--- config.mk ---
export PLATFORM = sky130hd
export DESIGN_NAME = regfile_wb_scheduler
export DESIGN_NICKNAME = d
export VERILOG_FILES = /design/src/rtl/regfile_wb_scheduler.sv
export SDC_FILE = /design/constraint.sdc
export NUM_CORES = 1
export LEC_CHECK = 0
export CAP_MARGIN = 40
export CORE_MARGIN = 5
export CORE_UTILIZATION = 33
export CTS_BUF_LIST = sky130_fd_sc_hd__clkbuf_2
export DETAILED_ROUTE_END_ITERATION = 6
export PLACE_DENSITY = 0.77
export SLEW_MARGIN = 20
export SYNTH_ARGS = -nofsm -noshare
export SYNTH_HDL_FRONTEND = slang
export SYNTH_SLANG_ARGS = --single-unit
--- constraint.sdc ---
create_clock -name clock -period 2.7 [get_ports clock]
set_input_delay 0.27 -clock clock [delete_from_list [all_inputs] [get_ports clock]]
set_output_delay 0.27 -clock clock [all_outputs]
set_load 0.05 [all_outputs]
--- src/rtl/regfile_wb_scheduler.sv ---
// ---------------------------------------------------------------------------
// regfile_wb_scheduler
//
// Purpose:
//   Shares the single register-file write port between NUM_SRC writeback
//   sources (e.g. ALU, muldiv, load) using round-robin arbitration. It also
//   keeps a per-register busy scoreboard for the decode stage. Issuing an
//   instruction sets its destination's busy bit. The write-port cycle for
//   that register clears the bit.
//
// Ports:
//   clock             in   single clock, all state updates on posedge
//   ctrl_reset        in   synchronous, active-high reset
//   wb_valid          in   [NUM_SRC]         per-source writeback request
//   wb_reg            in   [5*NUM_SRC]       per-source destination, src i at [5i+4:5i]
//   wb_data           in   [DATA_W*NUM_SRC]  per-source result, src i at [DATA_W*i +: DATA_W]
//   wb_ready          out  [NUM_SRC]         one-hot grant
//   iss_valid         in   decode issues an instruction writing iss_reg
//   iss_reg           in   [5] destination of the issuing instruction
//   iss_ready         out  issue allowed (target not busy, or target is r0)
//   rd_regA, rd_regB  in   [5] source registers of the instruction in decode
//   stall             out  busy[rd_regA] | busy[rd_regB]
//   ctrl_writeEnable  out  registered regfile write enable
//   ctrl_writeReg     out  [5] registered regfile write address
//   data_writeReg     out  [DATA_W] registered regfile write data
//   busy_vec          out  [32] scoreboard contents, bit 0 always 0
//
// Handshake (valid/ready):
//   A transfer from source i happens in any cycle where wb_valid[i] and
//   wb_ready[i] are both high at the rising clock edge. A source asserting
//   wb_valid must hold wb_valid, wb_reg and wb_data stable until that
//   transfer occurs. wb_ready is computed from wb_valid and internal state
//   only. It never depends on a ready input, so no valid->ready->valid loop
//   can form. At most one wb_ready bit is high per cycle.
// ---------------------------------------------------------------------------
module regfile_wb_scheduler #(
    parameter int NUM_SRC = 3,   // number of writeback requesters, >= 2
    parameter int DATA_W  = 32   // writeback data width, matches the regfile
) (
    input  logic                      clock,
    input  logic                      ctrl_reset,
    input  logic [NUM_SRC-1:0]        wb_valid,
    input  logic [5*NUM_SRC-1:0]      wb_reg,
    input  logic [DATA_W*NUM_SRC-1:0] wb_data,
    output logic [NUM_SRC-1:0]        wb_ready,
    input  logic                      iss_valid,
    input  logic [4:0]                iss_reg,
    output logic                      iss_ready,
    input  logic [4:0]                rd_regA,
    input  logic [4:0]                rd_regB,
    output logic                      stall,
    output logic                      ctrl_writeEnable,
    output logic [4:0]                ctrl_writeReg,
    output logic [DATA_W-1:0]         data_writeReg,
    output logic [31:0]               busy_vec
);

    localparam int PTR_W = (NUM_SRC > 1) ? $clog2(NUM_SRC) : 1;

    // Modular arithmetic runs one bit wider than the pointer. ptr + k is at
    // most 2*NUM_SRC-1, and that value always fits in PTR_W+1 bits.
    localparam logic [PTR_W:0]   SRC_CNT  = (PTR_W + 1)'(NUM_SRC);
    localparam logic [PTR_W-1:0] LAST_SRC = PTR_W'(NUM_SRC - 1);

    // Round-robin pointer. It holds the index of the last granted source.
    logic [PTR_W-1:0] rr_ptr;

    logic             grant_any;
    logic [PTR_W-1:0] grant_idx;
    logic [PTR_W:0]   scan_sum;
    logic [PTR_W-1:0] scan_idx;

    // Per-source fields, unpacked from the flat input buses.
    logic [4:0]        src_reg  [NUM_SRC];
    logic [DATA_W-1:0] src_data [NUM_SRC];

    logic [4:0]        sel_reg;
    logic [DATA_W-1:0] sel_data;

    logic [31:0] busy_q;
    logic [31:0] busy_next;
    logic        iss_fire;

    // ------------------------------------------------------------------
    // Source unpacking
    // ------------------------------------------------------------------
    always_comb begin
        for (int i = 0; i < NUM_SRC; i++) begin
            src_reg[i]  = wb_reg[5*i +: 5];
            src_data[i] = wb_data[DATA_W*i +: DATA_W];
        end
    end

    // ------------------------------------------------------------------
    // Round-robin arbitration. The search starts one past the last grant
    // and wraps modulo NUM_SRC. The first valid source found wins.
    // ------------------------------------------------------------------
    always_comb begin
        grant_any = 1'b0;
        grant_idx = '0;
        scan_sum  = '0;
        scan_idx  = '0;
        wb_ready  = '0;
        for (int k = 1; k <= NUM_SRC; k++) begin
            scan_sum = {1'b0, rr_ptr} + (PTR_W + 1)'(k);
            if (scan_sum >= SRC_CNT) begin
                scan_sum = scan_sum - SRC_CNT;
            end
            scan_idx = scan_sum[PTR_W-1:0];
            if (!grant_any && wb_valid[scan_idx]) begin
                grant_any = 1'b1;
                grant_idx = scan_idx;
            end
        end
        // During reset nothing is granted, so no source believes it was accepted.
        if (ctrl_reset) begin
            grant_any = 1'b0;
        end
        if (grant_any) begin
            wb_ready[grant_idx] = 1'b1;
        end
    end

    // Fields of the winning source. They are only used when grant_any is high.
    always_comb begin
        sel_reg  = src_reg[grant_idx];
        sel_data = src_data[grant_idx];
    end

    // ------------------------------------------------------------------
    // Issue / stall decisions for the decode stage
    // ------------------------------------------------------------------
    always_comb begin
        iss_ready = 1'b0;
        if (!ctrl_reset) begin
            iss_ready = (iss_reg == 5'd0) || !busy_q[iss_reg];
        end
        iss_fire = iss_valid && iss_ready && (iss_reg != 5'd0);
        stall    = busy_q[rd_regA] | busy_q[rd_regB];
        busy_vec = busy_q;
    end

    // ------------------------------------------------------------------
    // Scoreboard next state
    // ------------------------------------------------------------------
    // The clear happens at the edge that ends the write-port cycle, so
    // decode still sees the register busy while its write is on the port.
    // iss_ready is low for a busy target, so a set and a clear normally
    // hit different bits. Bit 0 is forced low so r0 can never stall.
    always_comb begin
        busy_next = busy_q;
        if (ctrl_writeEnable) begin
            busy_next[ctrl_writeReg] = 1'b0;
        end
        if (iss_fire) begin
            busy_next[iss_reg] = 1'b1;
        end
        busy_next[0] = 1'b0;
    end

    // ------------------------------------------------------------------
    // State registers: pointer, write port, scoreboard
    // ------------------------------------------------------------------
    always_ff @(posedge clock) begin
        if (ctrl_reset) begin
            rr_ptr           <= LAST_SRC;
            ctrl_writeEnable <= 1'b0;
            ctrl_writeReg    <= 5'd0;
            data_writeReg    <= '0;
            busy_q           <= 32'd0;
        end else begin
            busy_q <= busy_next;
            if (grant_any) begin
                rr_ptr <= grant_idx;
            end
            // A transfer to r0 completes the handshake but writes nothing.
            // Address and data hold, as they do for an idle cycle.
            if (grant_any && (sel_reg != 5'd0)) begin
                ctrl_writeEnable <= 1'b1;
                ctrl_writeReg    <= sel_reg;
                data_writeReg    <= sel_data;
            end else begin
                ctrl_writeEnable <= 1'b0;
            end
        end
    end

endmodule

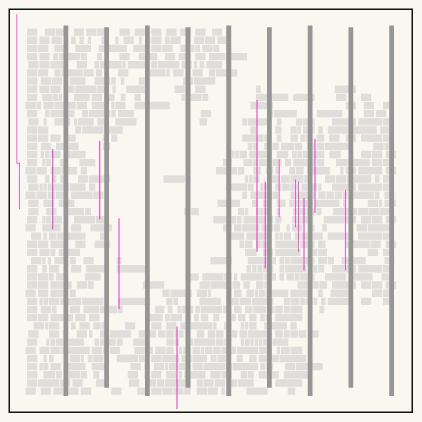
**Above:** signal wires on met4.
Drawn at 3 px/um. Supply wires on this layer in grey. Cells faint in the background.
main direction = vertical
nets with wire on the layer = 11
share of all routed wire = 2.2%
wire length on this layer = 387 um
longest straight run = 50.3 um

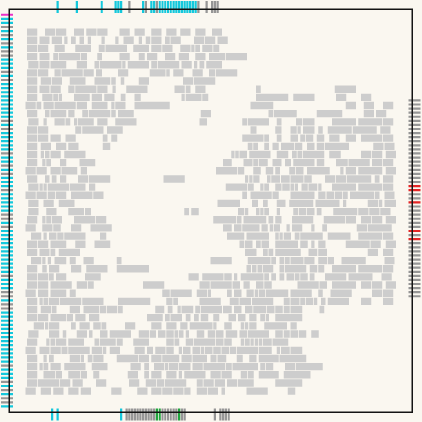
**Above:** pin placement.
Drawn at 3 px/um. Pins as bars across the die edge, other pins in grey.
cyan -> `wb_data`  # pins 96, direction input, edge 70 left, 23 top, 3 bottom
green -> `wb_valid`  # pins 3, direction input, edge bottom
magenta -> `clock`  # pins 1, direction input, edge left
red -> `rd_regB`  # pins 5, direction input, edge right
all pins by edge = 97 left, 49 right, 31 top, 30 bottom

==> CHANGELOG.md <==
### Changed

* DR WL/cell at 18.1 um
* Footprint of the flip-flops and latches at 1450 um^2
* Fraction of layout cells with a size suffix above 1 at 0.247
* Post-Synth XOR/XNOR Area at 0
* Hold path endpoint: busy_vec[2]
* Result of the run: finished with violations
* Hold_sp: ctrl_reset
* Net count after synthesis at 669
* Crit path kind: reg2out
* Resized Gates After CTS at 23
* Count of final max-slew check failures at 0
* Most utilized layer in the global route result: met2
* Inverters at 10
* Global routing met3 resource utilization at 0.0660
* Well Taps at 188
* Clock slew seen by the registers of the worst setup and hold paths at 220 ps
* Synth Area in Simple Gates at 0.188
* Pin slew with the least headroom to its limit at 734 ps
* Number of buffers on the longest clock path at 2
* Final clock skew at 30.2 ps
* Critical Path Slowest Stage Cell: dfxtp_2
* Maximum number of pins on one net before global-route repair at 33
* Antenna Cells at 1
* Final wirelength at 17.4 mm
* Comb gate area at 3530 um^2
* Class of the most critical hold timing path: in2reg
* Non-clock buffering overhead in the final layout at 0.326
* Share of flip-flops with an asynchronous set or reset after synthesis at 0
* Required time of the critical path at 2430 ps
* Share of cell area taken by multi-input logic gates at 0.439
* Minimum period implied by the final worst setup slack at 2730 ps
* Biggest area consumer among cell classes: combinational gates
* CTS Hold Buffers Added at 0
* Max Freq at 366 MHz
* Fill cell instance count of the final layout at 1352
* Top cell excl fill/tap: clkdlybuf4s50_1
* CP Capture Point: wb_ready[1]
* Count of placed standard cells in the final layout, fillers left out at 959
* Syn Inst Count at 533
* Sum of negative setup slack at -52.8 ps
* Combinational cell fraction of total power at 0.690
* Dominant synthesized flop cell: dfxtp_1
* Count of different cell masters after synthesis at 71
* Number of vias in the routed layout at 5159
* Sequential cell area fraction in the yosys report at 0.281
* Synth Area in Adders at 0.00989
* Residual DRC count at 0
* Count of synthesis-stage warnings from yosys at 0
* Post-synthesis chip area from yosys at 5060 um^2
* Detailed route wirelength on metal2 at 8.13 mm
* Yosys cell count at 533
* Internal reg-to-reg setup slack at 20 ps
* Cell internal power dissipation at 0.00422 W
* Final design instance area without fill at 8040 um^2
* Mapped Avg Cell Area at 9.50 um^2
* GR Overflow Total at 0
* Inserted Clock Buffers at 9
* Capture instance of the worst register-to-register path: data_writeReg[0]
* Floorplan die height at 134 um
* Highest routed metal layer: met4
* H-Tree Level Count at 3
* Via density at 5.38
* PnR Total Power at 0.00753 W
* Cycle use final at 1.01
* Number of I/O port buffers at 205
* Mux contribution to synthesized area at 0.291
* Final weighted congestion in routability-driven placement at 0.915
* First-pass iteration count of the detailed router at 4
* Die Span X at 134 um
* Full die area at 17900 um^2
* Pwr dens at 937 nW/um^2
* Total setup violations reported at the end of the flow at 2
* Number of cells traversed by the worst register-to-register path at 11
* RSZ-0062 raised after global routing: yes
* Bufs w/o clock at 262
* Switching power share of the total at 0.440
* Post-synthesis cell area at 5060 um^2
* Number of nets in the final layout at 901
* Final-layout clock buffer total at 10
* Core utilization of the finished layout at 0.531
* Clock root buffer master: clkbuf_2
* Leakage at 3.13 nW
* Register fraction of the total cell area at 0.180
* CP Capture Type: primary output
* Final antenna-violating net count at 0
* Global routing usage on met1 at 0.223
* Init Core Util at 0.334
* Post-route worst hold slack at 206 ps
* Post-synth tally of flip-flops with integrated enable at 0
* Final hold viol count at 0
* Site Rows at 45
* Max_slew headroom at 0.510
* Final Worst Setup Slack at -31.0 ps
* Data arrival, critical path at 2460 ps
* Number of clock sinks at 71
* Violation tally from detailed-route iteration zero at 347
* Crit path cell chain: inv_4, ha_4, buf_6, nor3b_1, a31o_2, a211o_1, nand2_4, a211oi_4, buf_12
* Number of placed I/O pins at 207
* Post-Place Worst Slack at -3.71 ps
* Met1 Wirelength at 7.04 mm
* Global-route usage over all layers at 0.182
* Combinational Gates at 411
* Hold depth at 2
* Setup Fix Bufs, Post-CTS at 11
* Registers at 71
* Critical Path Source: rr_ptr[0]
* MaxCap Viol Count at 0
* Post-detailed-placement cell area at 7460 um^2
* Switching power total at 0.00331 W
* Number of antenna violations at the first check in global routing at 1
* Core Box Area at 15100 um^2
* Via count of the first global-routing pass at 5028
* Area added between synthesis and finish at 58.9%
* Clock share of power at 0.107
* Dominant logic cell types in the final layout: clkdlybuf4s50_1, dfxtp_1, buf_4, nor2_1, mux2i_1
* Placed Cells at 914
* Warning total across the stage logs at 33
* GR Util met2 at 0.293
* Detailed Place HPWL at 12.9 mm
* Clk_lat worst skew at 540 ps
* Largest fanout on the critical path at 5
* Critical Path Max Stage Delay at 400 ps
* Clock Network Area Fraction at 0.0198
* Part of the total power dissipated in sequential elements at 0.203
* R2r startpoint: rr_ptr[1]
* Dominant kind of combinational cell: multiplexers
* First-pass GRT wire length at 26.1 mm
* TritonCTS clock tree: yes
* CP Launch Type: flip-flop
* Violated checks: setup timing
* Flops out of synthesis at 71
* Highest ir drop seen on vdd at 0.637 mV
* Aoi share at 0.177
* Detailed route wirelength on metal3 at 1.83 mm
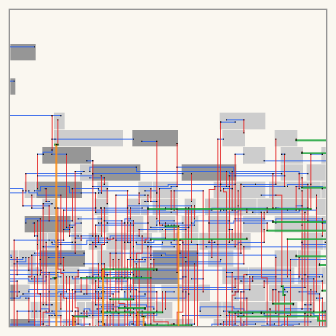
**Above:** layout detail.
Window x 75 to 125, y 75 to 125 um. Cells in grey, sequential cells in the stronger grey; small squares are vias.
blue -> M1
red -> M2
green -> M3
orange -> M4
sequential cells in the window = 10
most frequent = clkdlybuf4s50_1 (14), mux4_2 (7), dfxtp_1 (7)
netlist names of flops here include = `busy_vec` (9), `data_writeReg` (1)
cells with their middle in the window = 92

==> power groups by stage <==
stage | combinational (W) | clock, W | sequential (W)
floorplan | 0.00230 | 0 | 0.00237
finish | 0.00520 | 0.000807 | 0.00153
global route | 0.00549 | 0.000879 | 0.00157
detailed placement | 0.00451 | 0 | 0.00154
CTS | 0.00489 | 0.000827 | 0.00153
global placement | 0.00446 | 0 | 0.00154
==> worst max-delay path: cells and delay by family, from the launching register on <==
| kind | cells | cell delay [ps] |
|---|---|---|
| AOI/OAI and AO/OA | 3 | 590 |
| adders and majority gates | 1 | 270 |
| buffers and inverters | 3 | 360 |
| DFF | 1 | 400 |
| and+or+nand+nor | 2 | 320 |
==> state kept, by name, summed over array words and instances, names as in the netlist <==
signal	count
busy_vec	31
data_writeReg	32
rr_ptr	2
ctrl_writeReg	5
ctrl_writeEnable	1
==> cells by family (layout without fill, tap and decap cells) <==
group / count (synthesis) / count (layout)
buffers and inverters: 52 / 288
adders and majority gates: 4 / 4
and+or+nand+nor: 168 / 169
muxes: 104 / 104
DFF: 71 / 71
AOI/OAI and AO/OA: 133 / 133
other: 1 / 2
==> synthesized netlist by cell type, types with 6 or more instances <==
master    number  share of area
mux4_2        21          0.093
o21ai_1        9         0.0089
nand2_1       24          0.018
nand3_1       12          0.012
mux2i_1       44          0.087
buf_4          6         0.0089
nor2_1        46          0.034
o22ai_1        6         0.0074
nand2b_1       9          0.011
nor2b_1       40          0.049
o21ai_0       24          0.024
o211ai_1      17          0.025
a21oi_1       40          0.040
dfxtp_1       71           0.28
inv_1          9         0.0067
mux2_2        10          0.022
mux2_4        28          0.083
clkbuf_1      26          0.019
Power figures rest on the tool's default switching activity, not on a simulated workload.
